### config.mk
export PLATFORM = sky130hd
export DESIGN_NAME = skeleton_writeback
export DESIGN_NICKNAME = d
export VERILOG_FILES = /design/src/rtl/skel_pkg.sv /design/src/rtl/skeleton_writeback.sv
export SDC_FILE = /design/constraint.sdc
export NUM_CORES = 1
export LEC_CHECK = 0
export CELL_PAD_IN_SITES_DETAIL_PLACEMENT = 1
export CELL_PAD_IN_SITES_GLOBAL_PLACEMENT = 2
export CORE_UTILIZATION = 32
export CTS_BUF_LIST = sky130_fd_sc_hd__clkbuf_8
export DETAILED_ROUTE_END_ITERATION = 10
export PLACE_DENSITY_LB_ADDON = 0.1
export SLEW_MARGIN = 20
export SYNTH_ARGS = -nofsm -noshare
export SYNTH_HDL_FRONTEND = slang
export SYNTH_SLANG_ARGS = --single-unit
export TNS_END_PERCENT = 10
### constraint.sdc
create_clock -name clk -period 6.1 [get_ports clk]
set_input_delay 0.61 -clock clk [delete_from_list [all_inputs] [get_ports clk]]
set_output_delay 0.61 -clock clk [all_outputs]
set_load 0.02 [all_outputs]
### src/rtl/skel_pkg.sv
// Shared types for the skeleton writeback block: FSM states, pixel type and
// the frame-border test used to clear edge pixels before writeback.
package skel_pkg;

  typedef enum logic [1:0] {
    S_IDLE   = 2'd0,
    S_ACCEPT = 2'd1,
    S_CHECK  = 2'd2,
    S_DONE   = 2'd3
  } state_t;

  typedef logic [7:0] pixel_t;

  // True when a row-major address lies on the outer ring of an n x n frame.
  function automatic logic is_border(input int unsigned addr, input int unsigned n);
    int unsigned row;
    int unsigned col;
    row = addr / n;
    col = addr % n;
    return (row == 0) || (row == n - 1) || (col == 0) || (col == n - 1);
  endfunction

endpackage

### src/rtl/skeleton_writeback.sv
// Writes thinned pixels back into the frame RAM only where they differ from the
// stored value. Optional pass limit enabled by macro SKEL_WB_ITER_LIMIT_EN.
module skeleton_writeback
  import skel_pkg::*;
#(
  parameter int N        = 8,
  parameter int bitSize  = 6,
  parameter int MAX_ITER = 32
) (
  input  logic               clk,
  input  logic               rst_n,
  input  logic               start,
  input  logic               res_valid,
  output logic               res_ready,
  input  logic [bitSize:0]   res_addr,
  input  pixel_t             res_data,
  output logic [bitSize:0]   mem_addr,
  input  pixel_t             mem_rdata,
  output logic               mem_we,
  output pixel_t             mem_wdata,
  output logic               busy,
  output logic               pass_done,
  output logic [bitSize+1:0] changed_count,
  output logic               converged,
  output logic [7:0]         iter_count
);

  localparam int CW    = bitSize + 2;
  localparam int TOTAL = N * N;

  state_t           state_q;
  logic [bitSize:0] addr_q;
  pixel_t           pix_q;
  logic [CW-1:0]    taken_q;
  logic [CW-1:0]    changed_q;
  logic [CW-1:0]    changed_d;
  logic             conv_q;
  logic [7:0]       iter_q;
  logic [7:0]       iter_d;
  logic             wr_hit;
  logic             start_blocked;
  logic             limit_hit;

`ifdef SKEL_WB_ITER_LIMIT_EN
  assign start_blocked = int'(iter_q) >= MAX_ITER;
  assign limit_hit     = int'(iter_d) >= MAX_ITER;
`else
  assign start_blocked = 1'b0;
  assign limit_hit     = 1'b0;
`endif

  // mem_rdata belongs to the address registered on accept, so the compare
  // and the write strobe resolve combinationally inside the CHECK cycle.
  assign wr_hit    = (state_q == S_CHECK) && (pix_q != mem_rdata);
  assign changed_d = changed_q + CW'(wr_hit);
  assign iter_d    = (iter_q == 8'hFF) ? iter_q : iter_q + 8'd1;

  always_ff @(posedge clk or negedge rst_n) begin
    if (!rst_n) begin
      state_q   <= S_IDLE;
      addr_q    <= '0;
      pix_q     <= '0;
      taken_q   <= '0;
      changed_q <= '0;
      conv_q    <= 1'b0;
      iter_q    <= '0;
    end else begin
      case (state_q)
        S_IDLE: begin
          if (start && !start_blocked) begin
            state_q   <= S_ACCEPT;
            taken_q   <= '0;
            changed_q <= '0;
            conv_q    <= 1'b0;
          end
        end
        S_ACCEPT: begin
          if (res_valid) begin
            addr_q  <= res_addr;
            pix_q   <= is_border(32'(res_addr), N) ? 8'h00 : res_data;
            taken_q <= taken_q + CW'(1);
            state_q <= S_CHECK;
          end
        end
        S_CHECK: begin
          changed_q <= changed_d;
          if (int'(taken_q) < TOTAL) begin
            state_q <= S_ACCEPT;
          end else begin
            state_q <= S_DONE;
            iter_q  <= iter_d;
            conv_q  <= (changed_d == '0) || limit_hit;
          end
        end
        S_DONE: state_q <= S_IDLE;
        default: state_q <= S_IDLE;
      endcase
    end
  end

  assign res_ready     = (state_q == S_ACCEPT);
  assign busy          = (state_q != S_IDLE);
  assign pass_done     = (state_q == S_DONE);
  assign mem_addr      = addr_q;
  assign mem_we        = wr_hit;
  assign mem_wdata     = wr_hit ? pix_q : 8'h00;
  assign changed_count = changed_q;
  assign converged     = conv_q;
  assign iter_count    = iter_q;

endmodule

### Routed clock nets over the placement, run 1

Drawn at 6 px/um.
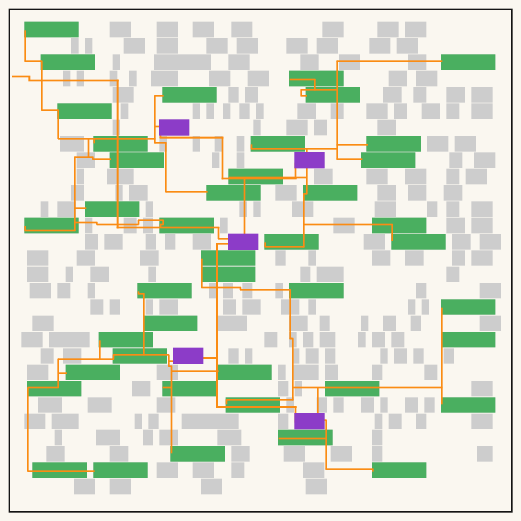
legend:
  purple:
    item: clock-net drivers
    count: 5
  orange:
    item: clock wires
    length: 635 um
  green:
    item: flip-flops
    count: 42
routed clock nets: 6

### Nets reached from selected ports, run 1

Drawn at 4 px/um.
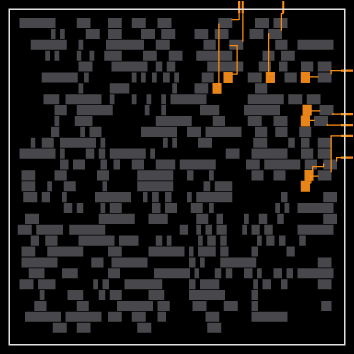
legend:
  orange:
    port: `mem_wdata`
    direction: output
    edge: 5 right, 3 top
    end_cells: 8
    buffers: 8
    wire: 94.7 um

### Placement by cell class, run 1

Drawn at 4 px/um. Fill, decap, tap and diode cells in gray.
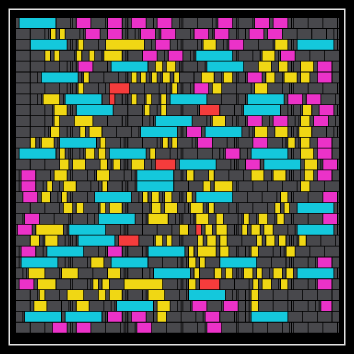
legend:
  cyan:
    class: sequential cells
    cells: 42
  yellow:
    class: remaining logic cells
    cells: 159
  magenta:
    class: remaining buffers and delay cells
    cells: 62
  red:
    class: clock drivers and dummy loads
    cells: 7

### Clock wiring as the flow saved it, run 1

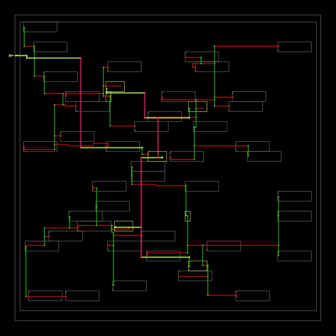
number of buffers added by the clock tree synthesis step: 5
clock buffer count: 5
clk_lat worst skew: 0.30 ns
clock tree skew after final layout: 0.007548 ns
power attributed to the clock group: 0.171 mW

==> flow_summary.yaml, run 1 <==
# implementation run metrics
outcome:
  outcome: "complete, no violations"
layout:
  diodes: 0
  post-route-cell-area_sq_um: 2882
  fin_util: 0.4512
  area_growth_pct: 35.55
  final_layout_top_logic_cells: "sky130_fd_sc_hd__clkdlybuf4s50_1 (61), sky130_fd_sc_hd__dfrtp_1 (42), sky130_fd_sc_hd__nand2_1 (34)"
  fin_nets: 301
  nFillCells: 733
  sequential_cell_area_sq_um: 1051
  layout-drive-gt1-share: 0.06667
clocking:
  cts_buffer_depth: 2
  cts.repair_timing.setup_buffer_count: 0
  hold_buffers: 0
  clock_sinks: 42
  cts_max_level: 2
  clock_transition_at_the_register_clock_pins_on_the_worst_setup_and_hold_paths_after_cts_ns: 0.08
  post_cts_resize_count: 0
  cts_tree: "built"
power_and_ir_drop:
  power.leakage_nw: 1.272
  ir_drop_mv: 0.1806
  power.density_cell_area_nw_per_um2: 327.3
  report.power.total_mw: 0.9432
synth:
  compound_area_frac: 0.1448
  synth.net_count: 239
  adder_share: 0.02354
  ys_warn_count: 0
  synth.ff_latch_count: 42
  syn_inst: 208
  muxShareOfSynthArea: 0.01059
  post_synthesis_cell_type_count: 40
  ys.flop_type: "sky130_fd_sc_hd__dfrtp_1"
  ys_cells: 208
  ys_seq_share: 0.4944
  top_logic_kind: "simple AND/OR/NAND/NOR gates"
  post-synth-top-area-cell: "sky130_fd_sc_hd__dfrtp_1"
  synth.avg_cell_area_sq_um: 10.22
  postSynth.asyncResetShare: 1.000
  edf_count: 0
  synth.cell_area_sq_um: 2126
  simple_gate_share: 0.2201
  yosys.stat.chipArea_sq_um: 2126
  synth_largest_type_area_fraction: 0.4944
grt:
  grt_remaining_overflow: 0
  first_pass_grt_wire_length_mm: 8.901
  grt_pass1_vias: 1726
  grt_max_degree: 43
  aggregate_global_route_resource_usage: 0.1600
floorplanning:
  floorplan.rows: 29
  io_pins: 63
  floorplan.core_util: 0.3329
  core_area_sq_um: 6386
  die.size.y_um: 83.51
  die_x_um: 83.51
placed_design:
  final_weighted_congestion_in_routability_driven_placement: 0.6880
  detailed_place_hpwl_mm: 3.683
  postPlaceCellArea_sq_um: 2803
timing:
  max-slew-margin-rel: 0.5412
  timing_worst_slew_pin_value_ns: 0.6867
  finalSetupViolations: 0
  max_freq_mhz: 304.5
  timing.final.hold_violations: 0
  post-route-min-period_ns: 3.285
  finalMaxSlewViolations: 0
  setup_tns_ns: 0
  hold-worst-slack_ns: 0.3004
  min_period_over_period: 0.5384
routing:
  drt_pre_antenna_iters: 4
  drt-vias-per-instance: 5.138
  routedWlPerCell_um: 15.04
  drc: 0
  detail_route.iter0.violations: 49
  ant_nets: 0
setup_path:
  critPathCaptureType: "output pin"
  critical_path_class: "in -> out"
  critical_path.max_fanout: 10
  crit_required_ns: 5.49
  setup.worst_path.start_class: "input port"
  critPathArrivalTime_ns: 2.67
job:
  timing.max_cap.violations: 0
  log.warning_count: 26
[run 1: synthesized netlist by cell type, types with 2 or more instances]
| library cell | instances |
|---|---|
| sky130_fd_sc_hd__dfrtp_1 | 42 |
| sky130_fd_sc_hd__nand2_1 | 34 |
| sky130_fd_sc_hd__xor2_1 | 16 |
| sky130_fd_sc_hd__nor2_1 | 13 |
| sky130_fd_sc_hd__o21ai_1 | 12 |
| sky130_fd_sc_hd__a22o_1 | 9 |
| sky130_fd_sc_hd__and2_1 | 9 |
| sky130_fd_sc_hd__nand3_1 | 9 |
| sky130_fd_sc_hd__nand4_1 | 6 |
| sky130_fd_sc_hd__a21oi_1 | 5 |
| sky130_fd_sc_hd__xnor2_1 | 5 |
| sky130_fd_sc_hd__a31oi_1 | 4 |
| sky130_fd_sc_hd__clkbuf_1 | 4 |
| sky130_fd_sc_hd__ha_1 | 4 |
| sky130_fd_sc_hd__o21ai_0 | 4 |
| sky130_fd_sc_hd__nor4_1 | 3 |
| sky130_fd_sc_hd__a311oi_4 | 2 |
| sky130_fd_sc_hd__and3_1 | 2 |
| sky130_fd_sc_hd__and3_4 | 2 |
| sky130_fd_sc_hd__buf_4 | 2 |
| sky130_fd_sc_hd__or3_1 | 2 |
[run 1: flip-flops by register name (all words and copies together), names as in the netlist]
name and count:
taken_q 8, state_q 2, converged 1, changed_count 8, mem_addr 7, iter_count 8
pix_q 8
[run 1: layout make-up]
type / count / share of cell area
Inverter: 2 / 0.002605
Tap cell: 77 / 0.03343
Clock buffer: 5 / 0.02388
Timing Repair Buffer: 62 / 0.2145
Multi-Input combinational cell: 157 / 0.3582
Clock inverter: 2 / 0.002605
Sequential cell: 42 / 0.3647
[run 1: worst max-delay path, stage by stage]
cell and delay [ns]:
sky130_fd_sc_hd__clkdlybuf4s50_1 0.48, sky130_fd_sc_hd__xor2_1 0.15, sky130_fd_sc_hd__nor4_1 0.08, sky130_fd_sc_hd__a21oi_1 0.53
sky130_fd_sc_hd__and2_1 0.23, sky130_fd_sc_hd__clkdlybuf4s50_1 0.60
[run 1: layer usage]
layer	routed length [um]	GRT usage
met2	2396	0.2392
met3	190	0.03363
met5	0	0
met1	2564	0.2318
met4	69	0.05085
[run 1: metrics by stage]
step | instances | worst slack, ns
after CTS | 347 | 2.786
final | 347 | 2.815
after global routing | 347 | 2.663
after floorplan | 208 | 3.378
after global placement | 340 | 2.798
after detailed placement | 340 | 2.744
[run 1: power by group]
group          leakage, nW  internal, mW  switching [mW]
combinational        0.664         0.175           0.192
clock               0.0466        0.0757          0.0958
sequential           0.561         0.342          0.0628
[run 1: worst paths after layout]
path | start | to | slack (ns) | cells past startpoint
min in group clk | mem_addr[4] | mem_addr[4] | 0.48 | 2
max in group asynchronous | rst_n | taken_q[5] | 5.41 | 1
worst min register to register | mem_addr[4] | mem_addr[4] | 0.48 | 2
worst max-delay path | mem_rdata[1] | mem_wdata[4] | 2.82 | 6
worst min-delay path | rst_n | changed_count[6] | 0.30 | 1
worst max register to register | state_q[1] | converged | 3.30 | 9
==> run 1 -> run 2 <==
--- a/config.mk
+++ b/config.mk
@@ -7,7 +7,7 @@
 export LEC_CHECK = 0
 export CELL_PAD_IN_SITES_DETAIL_PLACEMENT = 1
 export CELL_PAD_IN_SITES_GLOBAL_PLACEMENT = 2
-export CORE_UTILIZATION = 32
+export CORE_UTILIZATION = 27
 export CTS_BUF_LIST = sky130_fd_sc_hd__clkbuf_8
 export DETAILED_ROUTE_END_ITERATION = 10
 export PLACE_DENSITY_LB_ADDON = 0.1
==> constraint.sdc (replaced) <==
create_clock -name clk -period 2.9 [get_ports clk]
set_input_delay 0.29 -clock clk [delete_from_list [all_inputs] [get_ports clk]]
set_output_delay 0.29 -clock clk [all_outputs]
set_load 0.02 [all_outputs]
### Routed clock nets over the placement, run 2

Drawn at 4 px/um.
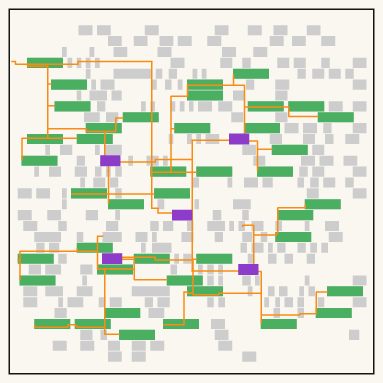
legend:
  purple:
    item: clock-net drivers
    count: 5
  green:
    item: flip-flops
    count: 42
  orange:
    item: clock wires
    length: 615 um
flops lie: all over the die

==> flow_summary.yaml, run 2 <==
# implementation run metrics
timing:
  timing.final.hold_violations: 34
  timing.final.ws_setup_ns: 0.3464
  setup_tns_ns: 0
  max_freq_mhz: 391.6
  max-slew-margin-rel: 0.5793
  post-route-min-period_ns: 2.554
  timing.clock.skew_ns: 0.004813
  min_period_over_period: 0.8805
  finalSetupViolations: 0
  hold-worst-slack_ns: -0.03441
  timing_worst_slew_pin_value_ns: 0.6152
  finalMaxSlewViolations: 0
  unrepaired_setup_endpoints_after_global_routing: "false"
routing:
  drt_pre_antenna_iters: 4
  total_via_count_after_detailed_routing: 1770
  ant_nets: 0
  detail_route.iter0.violations: 45
  routedWlPerCell_um: 14.55
  drt-vias-per-instance: 4.733
  drc: 0
  totalWireLength_mm: 5.442
synth:
  ys.flop_type: "sky130_fd_sc_hd__dfrtp_1"
  syn_inst: 208
  ys_cells: 208
  edf_count: 0
  ys_warn_count: 0
  yosysMostFrequentCell: "sky130_fd_sc_hd__dfrtp_1"
  synthTopCellsByCount: "sky130_fd_sc_hd__dfrtp_1 (42), sky130_fd_sc_hd__nand2_1 (34), sky130_fd_sc_hd__xor2_1 (16)"
  post-synth-top-area-cell: "sky130_fd_sc_hd__dfrtp_1"
  netlist_top_cells_area: "sky130_fd_sc_hd__dfrtp_1 (49%), sky130_fd_sc_hd__xor2_1 (6.6%), sky130_fd_sc_hd__nand2_1 (6.0%)"
  synth_largest_type_area_fraction: 0.4944
  synth.avg_cell_area_sq_um: 10.22
  yosys.stat.chipArea_sq_um: 2126
  synth.ff_latch_count: 42
  post_synthesis_cell_type_count: 40
  synth.net_count: 239
  ys_seq_share: 0.4944
  postSynth.asyncResetShare: 1.000
  synth.cell_area_sq_um: 2126
setup_path:
  worstReg2RegEnd: "converged"
  r2r.worst_path.cells: 8
  cp_slowest_stage_delay_ns: 0.53
  critical_path_class: "in -> out"
  critical_path.max_fanout: 9
  setup.worst_path.start_class: "input port"
  critPathCaptureType: "output pin"
  cp_slowest_cell: "sky130_fd_sc_hd__clkdlybuf4s50_1"
  ff2ff_setup_slack_ns: 0.43
  critPathArrivalTime_ns: 2.26
  crit_path_cell_trace: "clkdlybuf4s50_1, xor2_1, nor4_1, a21oi_1, buf_4, and2_1, clkdlybuf4s50_1"
  critPathMostFrequentCell: "sky130_fd_sc_hd__clkdlybuf4s50_1"
  timing.rr.start: "pix_q[6]"
  crit_required_ns: 2.61
outcome:
  outcome: "complete, but fails checks"
  violations: "hold timing"
floorplanning:
  floorplan.core_util: 0.2855
  die.size.y_um: 90.73
  chip_area_sq_um: 8232
  io_pins: 63
  floorplan.rows: 31
  core_area_sq_um: 7447
  die_x_um: 90.73
grt:
  grt_remaining_overflow: 0
  initial_antenna_violation_count: 0
  aggregate_global_route_resource_usage: 0.1395
  first_pass_grt_wire_length_mm: 9.011
  grt_pass1_vias: 1721
  grt_max_degree: 43
clocking:
  clock_sinks: 42
  clock_transition_at_the_register_clock_pins_on_the_worst_setup_and_hold_paths_after_cts_ns: 0.08
  cts_max_level: 2
  cts_made_buffers: 5
  cts.root.buffer_cell: "sky130_fd_sc_hd__clkbuf_8"
  cts_tree: "built"
  insertion_delay_ns: 0.30
  post_cts_resize_count: 0
  cts.repair_timing.setup_buffer_count: 0
  cts_buffer_depth: 2
  hold_buffers: 0
power_and_ir_drop:
  pwr-share-seq: 0.415
  power_frac_comb: 0.393
  power_frac_clock: 0.192
  ir_drop_mv: 0.2601
  cellInternalPower_mw: 1.296
  switching_share: 0.3661
  power.density_cell_area_nw_per_um2: 692.0
  power.leakage_nw: 1.299
  power.net_switching_mw: 0.7484
worst_hold_path:
  hold_path_class: "in -> async"
placed_design:
  detailed_place_hpwl_mm: 3.898
  final_weighted_congestion_in_routability_driven_placement: 0.6971
  placement.setup.worst_slack_ns: 0.1340
  placement.io_buffers: 62
job:
  log.warning_count: 26
  timing.max_cap.violations: 0
layout:
  area_growth_pct: 38.96
  lay_top_count: "sky130_fd_sc_hd__clkdlybuf4s50_1"
  layout-drive-gt1-share: 0.08727
  fin_util: 0.3967
  fin_nets: 305
  diodes: 0
  final_layout_top_logic_cells: "sky130_fd_sc_hd__clkdlybuf4s50_1 (61), sky130_fd_sc_hd__dfrtp_1 (42), sky130_fd_sc_hd__nand2_1 (34)"
-- run 2: critical path: cells and delay by family --
family / cells / cell delay, ns
buf+inv: 3 / 1.14
simple gates: 2 / 0.51
xor+xnor: 1 / 0.17
compound gates: 1 / 0.16
-- run 2: layout make-up --
cell class	instances	area [sq um]
clock buffer	6	82.58
clock inverter	2	8.758
fill	852	4493
inverter	2	7.507
multi-input combinational	157	1032
sequential	42	1051
tap	99	123.9
timing repair buffer	66	648.1
-- run 2: metal layers --
metal | part of all wire | global-route usage
met4 | 0.013 | 0.04435
met3 | 0.035 | 0.03788
met2 | 0.46 | 0.2096
met5 | 0 | 0
met1 | 0.49 | 0.1930
-- run 2: per-stage QoR --
step / hold slack (ns) / total power [mW] / std cells / area (sq um)
after global routing: 0.01846 / 2.188 / 374 / 2954
after detailed placement: 0.4654 / 1.679 / 366 / 2860
after floorplan: -0.005591 / 1.309 / 208 / 2126
after CTS: 0.1921 / 2.086 / 374 / 2952
final: -0.03441 / 2.044 / 374 / 2954
after global placement: 0.4580 / 1.671 / 366 / 2860
-- run 2: cell families (layout without fill, tap and decap cells) --
| family | after synthesis | count (layout) | share of synthesized area |
|---|---|---|---|
| muxes | 2 | 2 | 0.01059 |
| DFF | 42 | 42 | 0.4944 |
| and+or+nand+nor | 89 | 89 | 0.2201 |
| AOI/OAI and AO/OA | 41 | 41 | 0.1448 |
| xor gates and xnor gates | 21 | 21 | 0.08652 |
| adders and majority gates | 4 | 4 | 0.02354 |
| buffers and inverters | 9 | 76 | 0.02000 |
-- run 2: worst max path at each step --
stage | start | endpoint | slack, ns | depth (start not counted)
after floorplan | state_q[0] | converged | 0.21 | 10
after detailed placement | mem_rdata[4] | converged | 0.13 | 11
after global routing | mem_rdata[4] | mem_wdata[0] | 0.24 | 7
final | mem_rdata[6] | mem_wdata[0] | 0.35 | 7
after global placement | mem_rdata[6] | converged | 0.13 | 9
after CTS | mem_rdata[4] | mem_wdata[1] | 0.28 | 7
-- run 2: power by group through the flow --
| stage | sequential (mW) | combinational, mW | clock (mW) |
|---|---|---|---|
| final | 0.849 | 0.803 | 0.393 |
| after global placement | 0.863 | 0.808 | 0 |
| after detailed placement | 0.864 | 0.815 | 0 |
| after CTS | 0.852 | 0.821 | 0.413 |
| after floorplan | 0.895 | 0.413 | 0 |
| after global routing | 0.873 | 0.881 | 0.433 |
Power is estimated from default activity; no workload was simulated.
